[src/rtl/led_ring_pkg.sv]
// rtl/led_ring_pkg.sv - shared types and widths for the LED ring frame scheduler
package led_ring_pkg;

    localparam int NUM_LEDS = 12;
    localparam int COLOUR_W = 3;
    localparam int INTEN_W  = 8;

    typedef enum logic [1:0] {
        IDLE      = 2'd0,
        ISSUE     = 2'd1,
        WAIT_DONE = 2'd2,
        HOLDOFF   = 2'd3
    } state_t;

    typedef struct packed {
        logic [NUM_LEDS-1:0] mask;
        logic [COLOUR_W-1:0] colour;
        logic [INTEN_W-1:0]  intensity;
    } frame_t;

endpackage

[src/rtl/led_ring_scheduler_if.sv]
// rtl/led_ring_scheduler_if.sv - one frame requester's request/data/ack bundle
interface led_ring_scheduler_if;
    import led_ring_pkg::*;

    logic                req;
    logic [NUM_LEDS-1:0] mask;
    logic [COLOUR_W-1:0] colour;
    logic [INTEN_W-1:0]  inten;
    logic                ack;

    modport master (output req, mask, colour, inten, input ack);
    modport slave  (input req, mask, colour, inten, output ack);

endinterface

[src/rtl/led_ring_rr_arb.sv]
// rtl/led_ring_rr_arb.sv - 2-way round-robin arbiter; bit 0 = A, bit 1 = B
module led_ring_rr_arb (
    input  logic       clk,
    input  logic       res,
    input  logic [1:0] req,
    input  logic       update,
    output logic [1:0] grant
);

    // Reset to "B granted last" so A wins the first tie
    logic last_b;

    always_ff @(posedge clk) begin
        if (res) begin
            last_b <= 1'b1;
        end else if (update) begin
            last_b <= grant[1];
        end
    end

    always_comb begin
        grant = 2'b00;
        case (req)
            2'b01:   grant = 2'b01;
            2'b10:   grant = 2'b10;
            2'b11:   grant = last_b ? 2'b01 : 2'b10;
            default: grant = 2'b00;
        endcase
    end

endmodule

[src/rtl/led_ring_scheduler.sv]
// rtl/led_ring_scheduler.sv - arbitrates two frame requesters onto one ring driver
// Optional: LED_RING_SCHED_DIM_EN adds a dim[1:0] input that right-shifts the intensity at grant.
module led_ring_scheduler
    import led_ring_pkg::*;
#(
    parameter int MIN_GAP     = 4000,
    parameter int ACK_TIMEOUT = 64,
    parameter int GAP_W       = 12
) (
    input  logic                 clk,
    input  logic                 res,
    led_ring_scheduler_if.slave  src_a,
    led_ring_scheduler_if.slave  src_b,
`ifdef LED_RING_SCHED_DIM_EN
    input  logic [1:0]           dim,
`endif
    output logic                 drv_refresh,
    output logic [NUM_LEDS-1:0]  drv_led_mask,
    output logic [COLOUR_W-1:0]  drv_colour,
    output logic [INTEN_W-1:0]   drv_intensity,
    input  logic                 drv_busy,
    output logic                 sched_busy,
    output logic                 err_timeout
);

    state_t           state, state_n;
    logic [GAP_W-1:0] cnt, cnt_n;
    frame_t           frame_q, frame_n, frame_sel;
    logic             refresh_n, ack_a_q, ack_a_n, ack_b_q, ack_b_n;
    logic             busy_n, err_n, grant_en;
    logic [1:0]       gnt;

    led_ring_rr_arb u_arb (
        .clk    (clk),
        .res    (res),
        .req    ({src_b.req, src_a.req}),
        .update (grant_en),
        .grant  (gnt)
    );

    always_comb begin
        frame_sel = gnt[0] ? frame_t'{src_a.mask, src_a.colour, src_a.inten}
                           : frame_t'{src_b.mask, src_b.colour, src_b.inten};
`ifdef LED_RING_SCHED_DIM_EN
        frame_sel.intensity = frame_sel.intensity >> dim;
`endif
    end

    always_comb begin
        state_n   = state;
        cnt_n     = cnt;
        frame_n   = frame_q;
        refresh_n = drv_refresh;
        err_n     = err_timeout;
        ack_a_n   = 1'b0;
        ack_b_n   = 1'b0;
        grant_en  = 1'b0;
        case (state)
            IDLE: begin
                if (gnt != 2'b00) begin
                    grant_en  = 1'b1;
                    frame_n   = frame_sel;
                    refresh_n = 1'b1;
                    ack_a_n   = gnt[0];
                    ack_b_n   = gnt[1];
                    cnt_n     = '0;
                    state_n   = ISSUE;
                end
            end
            ISSUE: begin
                cnt_n = cnt + 1'b1;
                if (drv_busy) begin
                    refresh_n = 1'b0;
                    state_n   = WAIT_DONE;
                end else if (cnt == GAP_W'(ACK_TIMEOUT - 1)) begin
                    refresh_n = 1'b0;
                    err_n     = 1'b1;
                    cnt_n     = '0;
                    state_n   = HOLDOFF;
                end
            end
            WAIT_DONE: begin
                if (!drv_busy) begin
                    cnt_n   = '0;
                    state_n = HOLDOFF;
                end
            end
            HOLDOFF: begin
                cnt_n = cnt + 1'b1;
                if (cnt == GAP_W'(MIN_GAP - 1)) begin
                    state_n = IDLE;
                end
            end
            default: state_n = IDLE;
        endcase
        // Registered copy of "not IDLE" so sched_busy tracks state exactly
        busy_n = (state_n != IDLE);
    end

    always_ff @(posedge clk) begin
        if (res) begin
            state       <= IDLE;
            cnt         <= '0;
            frame_q     <= '0;
            drv_refresh <= 1'b0;
            ack_a_q     <= 1'b0;
            ack_b_q     <= 1'b0;
            sched_busy  <= 1'b0;
            err_timeout <= 1'b0;
        end else begin
            state       <= state_n;
            cnt         <= cnt_n;
            frame_q     <= frame_n;
            drv_refresh <= refresh_n;
            ack_a_q     <= ack_a_n;
            ack_b_q     <= ack_b_n;
            sched_busy  <= busy_n;
            err_timeout <= err_n;
        end
    end

    assign src_a.ack     = ack_a_q;
    assign src_b.ack     = ack_b_q;
    assign drv_led_mask  = frame_q.mask;
    assign drv_colour    = frame_q.colour;
    assign drv_intensity = frame_q.intensity;

endmodule
[src/flat_wrapper.sv]
// flat-port wrapper written by rule: the top's interface ports become plain ports
module led_ring_scheduler_flat import led_ring_pkg::*;
#(
    parameter int MIN_GAP     = 4000,
    parameter int ACK_TIMEOUT = 64,
    parameter int GAP_W       = 12
)
  (clk, res, drv_refresh, drv_led_mask, drv_colour, drv_intensity, drv_busy, sched_busy, err_timeout, src_a_req, src_a_mask, src_a_colour, src_a_inten, src_a_ack, src_b_req, src_b_mask, src_b_colour, src_b_inten, src_b_ack);
  led_ring_scheduler_if src_a_i ();
  led_ring_scheduler_if src_b_i ();
  input  logic clk;
  input  logic res;
  output logic drv_refresh;
  output logic [NUM_LEDS-1:0] drv_led_mask;
  output logic [COLOUR_W-1:0] drv_colour;
  output logic [INTEN_W-1:0] drv_intensity;
  input  logic drv_busy;
  output logic sched_busy;
  output logic err_timeout;
  input wire logic [$bits(src_a_i.req)-1:0] src_a_req;
  input wire logic [$bits(src_a_i.mask)-1:0] src_a_mask;
  input wire logic [$bits(src_a_i.colour)-1:0] src_a_colour;
  input wire logic [$bits(src_a_i.inten)-1:0] src_a_inten;
  output wire logic [$bits(src_a_i.ack)-1:0] src_a_ack;
  input wire logic [$bits(src_b_i.req)-1:0] src_b_req;
  input wire logic [$bits(src_b_i.mask)-1:0] src_b_mask;
  input wire logic [$bits(src_b_i.colour)-1:0] src_b_colour;
  input wire logic [$bits(src_b_i.inten)-1:0] src_b_inten;
  output wire logic [$bits(src_b_i.ack)-1:0] src_b_ack;
  assign src_a_i.req = src_a_req;
  assign src_a_i.mask = src_a_mask;
  assign src_a_i.colour = src_a_colour;
  assign src_a_i.inten = src_a_inten;
  assign src_a_ack = src_a_i.ack;
  assign src_b_i.req = src_b_req;
  assign src_b_i.mask = src_b_mask;
  assign src_b_i.colour = src_b_colour;
  assign src_b_i.inten = src_b_inten;
  assign src_b_ack = src_b_i.ack;
  led_ring_scheduler #(.MIN_GAP(MIN_GAP), .ACK_TIMEOUT(ACK_TIMEOUT), .GAP_W(GAP_W)) u_core (.clk(clk), .res(res), .src_a(src_a_i), .src_b(src_b_i), .drv_refresh(drv_refresh), .drv_led_mask(drv_led_mask), .drv_colour(drv_colour), .drv_intensity(drv_intensity), .drv_busy(drv_busy), .sched_busy(sched_busy), .err_timeout(err_timeout));
endmodule
[config.mk]
export PLATFORM = sky130hd
export DESIGN_NAME = led_ring_scheduler_flat
export DESIGN_NICKNAME = d
export VERILOG_FILES = /design/src/rtl/led_ring_pkg.sv /design/src/rtl/led_ring_scheduler_if.sv /design/src/rtl/led_ring_rr_arb.sv /design/src/rtl/led_ring_scheduler.sv /design/src/flat_wrapper.sv
export SDC_FILE = /design/constraint.sdc
export NUM_CORES = 1
export LEC_CHECK = 0
export CORE_AREA = 2 2 84 70
export DETAILED_ROUTE_END_ITERATION = 8
export DIE_AREA = 0 0 86 72
export PLACE_DENSITY = 0.72
export SLEW_MARGIN = 5
export SYNTH_ARGS = -nofsm -noshare
export SYNTH_HDL_FRONTEND = slang
export SYNTH_SLANG_ARGS = --single-unit
[constraint.sdc]
create_clock -name clk -period 2.25 [get_ports clk]
set_input_delay 0.3375 -clock clk [delete_from_list [all_inputs] [get_ports clk]]
set_output_delay 0.3375 -clock clk [all_outputs]
set_load 0.01 [all_outputs]
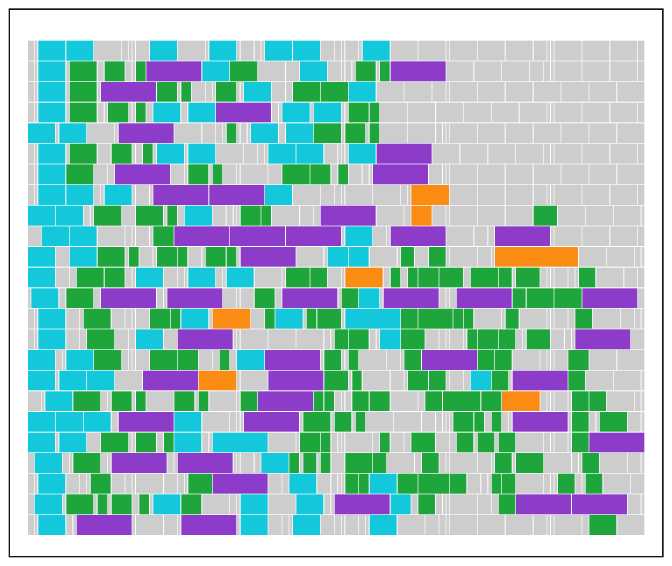
class_map.png
Fill, decap, tap and diode cells in gray.
[cyan] remaining buffers and delay cells | cells: 86
[purple] sequential cells | cells: 43
[green] remaining logic cells | cells: 162
[orange] clock drivers and dummy loads | cells: 7

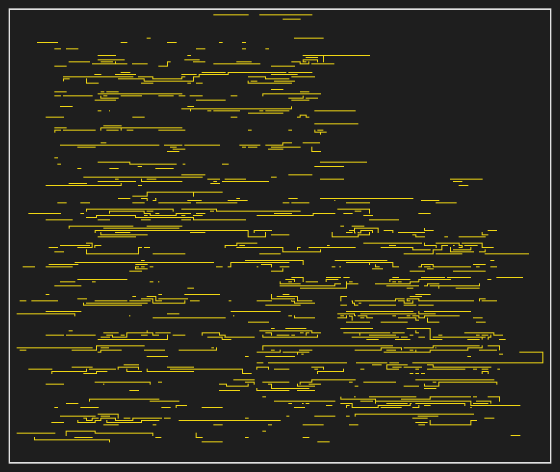
m1.png
wire length on this layer: 2200 microns
longest straight run: 24.4 microns
nets with wire on the layer: 299
vias: 1912
M1 GR Usage: 0.2059
Total Wirelength: 5057 microns

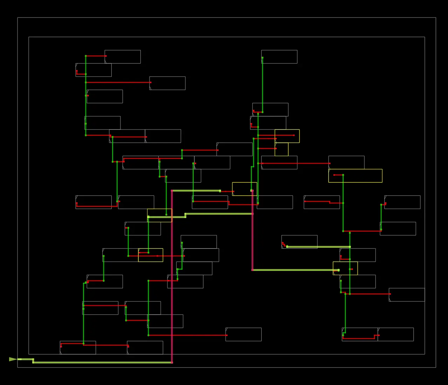
clock_nets.png
CTS buffer count: 5
Clock Power: 586 uW
Insertion Delay late pin: 290 ps

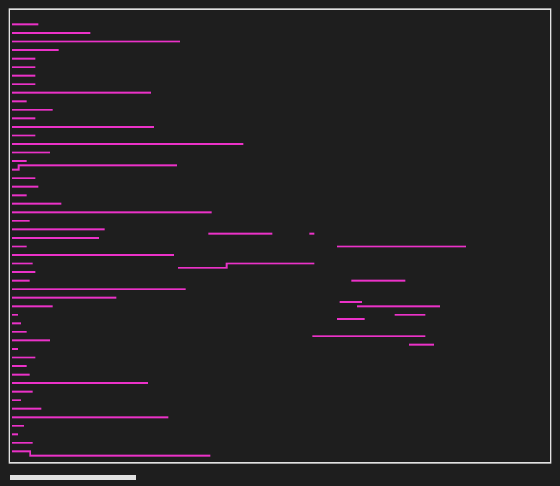
m3.png
Bar = 20 microns.
nets with wire on the layer: 58
longest straight run: 36.6 microns
share of all routed wire: 11%
main direction: horizontal
wire length on this layer: 577 microns

==> ci_impl_report.md <==
### Metrics collected by this job

| Metric | Value |
|---|---|
| Signal buffers | `86` |
| Crit path kind | `reg2reg` |
| Synth Seq Share | `0.4167` |
| Cell Type Count | `approximately 43` |
| Worst r2r dst | `u_core.sched_busy$_SDFF_PP0_` |
| Top class by area | `logic gates` |
| RSZ-0062 raised after global routing | `no` |
| Slew at the pin with the worst max-slew slack | `between 400 and 500 ps` |
| Fmax | `around 500 MHz` |
| Hold path startpoint | `u_core.err_timeout$_SDFFE_PP0P_` |
| CP Launch Type | `flop` |
| Layout clock area frac | `0.03528` |
| Arrival @ worst endpoint | `approximately 2200 ps` |
| First-pass GRT wire length | `around 8000 microns` |
| Sequential share of cell area | `0.2856` |
| Reg2Reg Setup Slack | `approximately 240 ps` |
| Mapped cell area | `0.002066 sq mm` |
| Max FO, Critical Path | `5` |
| CP delay by family, top | `simple AND/OR/NAND/NOR gates` |
| Final weighted congestion in routability-driven placement | `0.7994` |
| Core Box Area | `approximately 0.0053 sq mm` |
| GR Util All Layers | `0.1691` |
| Final Hold Fails | `0` |
| Crit path DRT | `around 2400 ps` |
| Crit path depth | `5` |
| R2R Path Start | `u_core.cnt[0]$_SDFFE_PP0P_` |
| Setup Viol. Count Final | `0` |
| Total design power | `a little under 2000 uW` |
| Ports | `79` |
| Root cell of the clock tree | `clkbuf_8` |
| Post-DP HPWL | `3766 microns` |
| Leading area contributor after synthesis | `dfxtp_1` |
| Async set-reset flop share out of synthesis | `0` |
| Area share of the largest cell type after synthesis | `0.4167` |
| CTS tree | `done` |
| Clkbuf count | `5` |
| Yosys Instances | `approximately 230` |
| #MultiIn Comb | `~160` |
| Fraction of cell area in non-clock buffers | `0.2873` |
| Via density | `5.267` |
| # DRC | `0` |
| CP Launch Point | `u_core.cnt[0]$_SDFFE_PP0P_` |
| Init Core Util | `0.3887` |
| Ys flops | `43` |
| Synth warnings | `0` |
| CP endpoint kind | `flop` |
| CTS max path bufs | `2` |
| Dominant flop cell | `dfxtp_1` |
| Clk slew on worst S/H paths | `80 ps` |
| Max rail drop VDD | `around 0.28 mV` |
| Worst Setup EP | `u_core.sched_busy$_SDFF_PP0_` |
| Crit-path slowest cell | `or4_1` |
| Final Slew Violations | `0` |
| Hold crit path type | `reg2reg` |
| Cells along the critical path | `ha_1 > nand4_1 > or4_1 > o211a_1 > or2_1` |
| Multi-input combinational area share | `0.3587` |
| Num tapcells | `65` |
| Largest cells by area | `dfxtp_1 42%, mux2i_1 13%, a211oi_1 8.7%` |
| Largest net degree at the start of global routing | `49` |
| Min cycle time layout | `2007 ps` |
| Die width | `86 microns` |
| Total iterations of the first detailed-routing run | `4` |
| Max Cap Violations | `0` |
| Vias in the first global route | `approximately 1.8k` |
| Flip-flops | `around 43` |
| OpenROAD warnings | `26` |
| Combinational Area | `roughly 0.0011 sq mm` |
| H-tree depth | `2` |
| Post-CTS Resized | `0` |
| 1st-iter DRT viols | `55` |
| Die footprint | `about 0.0062 sq mm` |
| Top cells by count, synth | `43 x dfxtp_1, 30 x nor2_1, 27 x mux2i_1` |
| Worst R2R Path Depth | `5` |
| Syn avg cell area | `roughly 9.1 sq um` |
| Layout fillers | `~510` |
| Diode count | `0` |
| Final ANT Viol Nets | `0` |
| Clk sinks | `about 43` |
| Relative slew slack | `0.7288` |
| Hold path cells | `2` |
| Synth top cell by count | `dfxtp_1` |
| Share of layout cells above drive strength 1 | `0.06376` |
| Worst Path Buf+Inv | `0` |
| Fin Setup TNS | `0 ps` |
| EDFF count, synth | `0` |
| Number of post-CTS setup repair buffers | `0` |
| Die H | `around 70 microns` |
| Leak | `~0.0011 uW` |
| Initial antenna violation count | `0` |
| Hold_buf cts | `0` |
| Overflow after GRT | `0` |
| Power per cell area | `651.5 mW/mm^2` |
| Hold EP | `u_core.err_timeout$_SDFFE_PP0P_` |
| Fin crit share | `0.8921` |
| Area grow syn2layout | `45.91%` |
| Core Rows | `24` |
| Syn Inst Count | `between 200 and 250` |
| Reg area | `between 800 and 900 sq um` |
| Worst clock skew | `between 9 and 10 ps` |
| Slowest cell delay on critical path | `approximately 600 ps` |
| Nets | `around 350` |
| Port buffer count | `78` |
| Status | `finished clean` |
| Routed wire per std cell | `between 10 and 15 microns` |
| Inverters | `5` |
| Mapped Nets | `~280` |
| Place WS | `approximately 140 ps` |
| Final setup margin | `roughly 240 ps` |
| Yosys chip area | `slightly above 0.002 sq mm` |
[where the power goes]
group	leakage, uW	internal, uW	switching, uW
Combinational	0.000736	289	211
Sequential	0.000354	833	44.5
Clock	0.0000502	324	262
[cell families (layout without fill, tap and decap cells)]
logic type | after synthesis | in the layout | synth area share
xor+xnor | 2 | 2 | 0.008481
flops | 43 | 43 | 0.4167
fa+ha+maj | 1 | 1 | 0.006056
buf+inv | 26 | 98 | 0.06177
compound gates | 50 | 50 | 0.1763
simple gates | 77 | 77 | 0.1999
mux | 27 | 27 | 0.1308
[metal layers]
layer / share of wire / GRT usage
met3: 0.11 / 0.09329
met5: 0 / 0
met4: 0.010 / 0.05291
met1: 0.43 / 0.2059
met2: 0.44 / 0.2558
[stage by stage]
stage | std cells | instance area (sq um) | util | hold slack [ps]
2_1_floorplan | 226 | 2066 | - | 452.0
3_3_place_gp | 356 | 2908 | 0.5471 | 438.6
3_5_place_dp | 356 | 2908 | 0.5471 | 438.4
4_1_cts | 363 | 3014 | 0.5671 | 451.5
5_1_grt | 363 | 3014 | 0.5671 | 478.0
6_report | 363 | 3014 | 0.5671 | 449.7
[registers in the layout, indices dropped and copies added (netlist names), 2 cells and up]
register and cells:
u_core.cnt 12, u_core.drv_led_mask 12, u_core.drv_intensity 8, u_core.drv_colour 3, u_core.state 2
[placed cells by master (no fill, tap or decap), types with 3 or more instances in the layout]
cell,netlist,routed
a21oi_1,3,3
nor2_1,30,30
dfxtp_1,43,43
nand2_1,7,7
nand4_1,7,7
a31oi_1,12,12
buf_4,0,6
mux2i_1,27,27
clkbuf_8,0,5
nand3b_1,4,4
inv_1,5,5
nand3_1,5,5
a211oi_1,24,24
or4_1,3,3
or3_1,3,3
clkdlybuf4s50_1,0,78
Power and IR drop assume default switching activity.
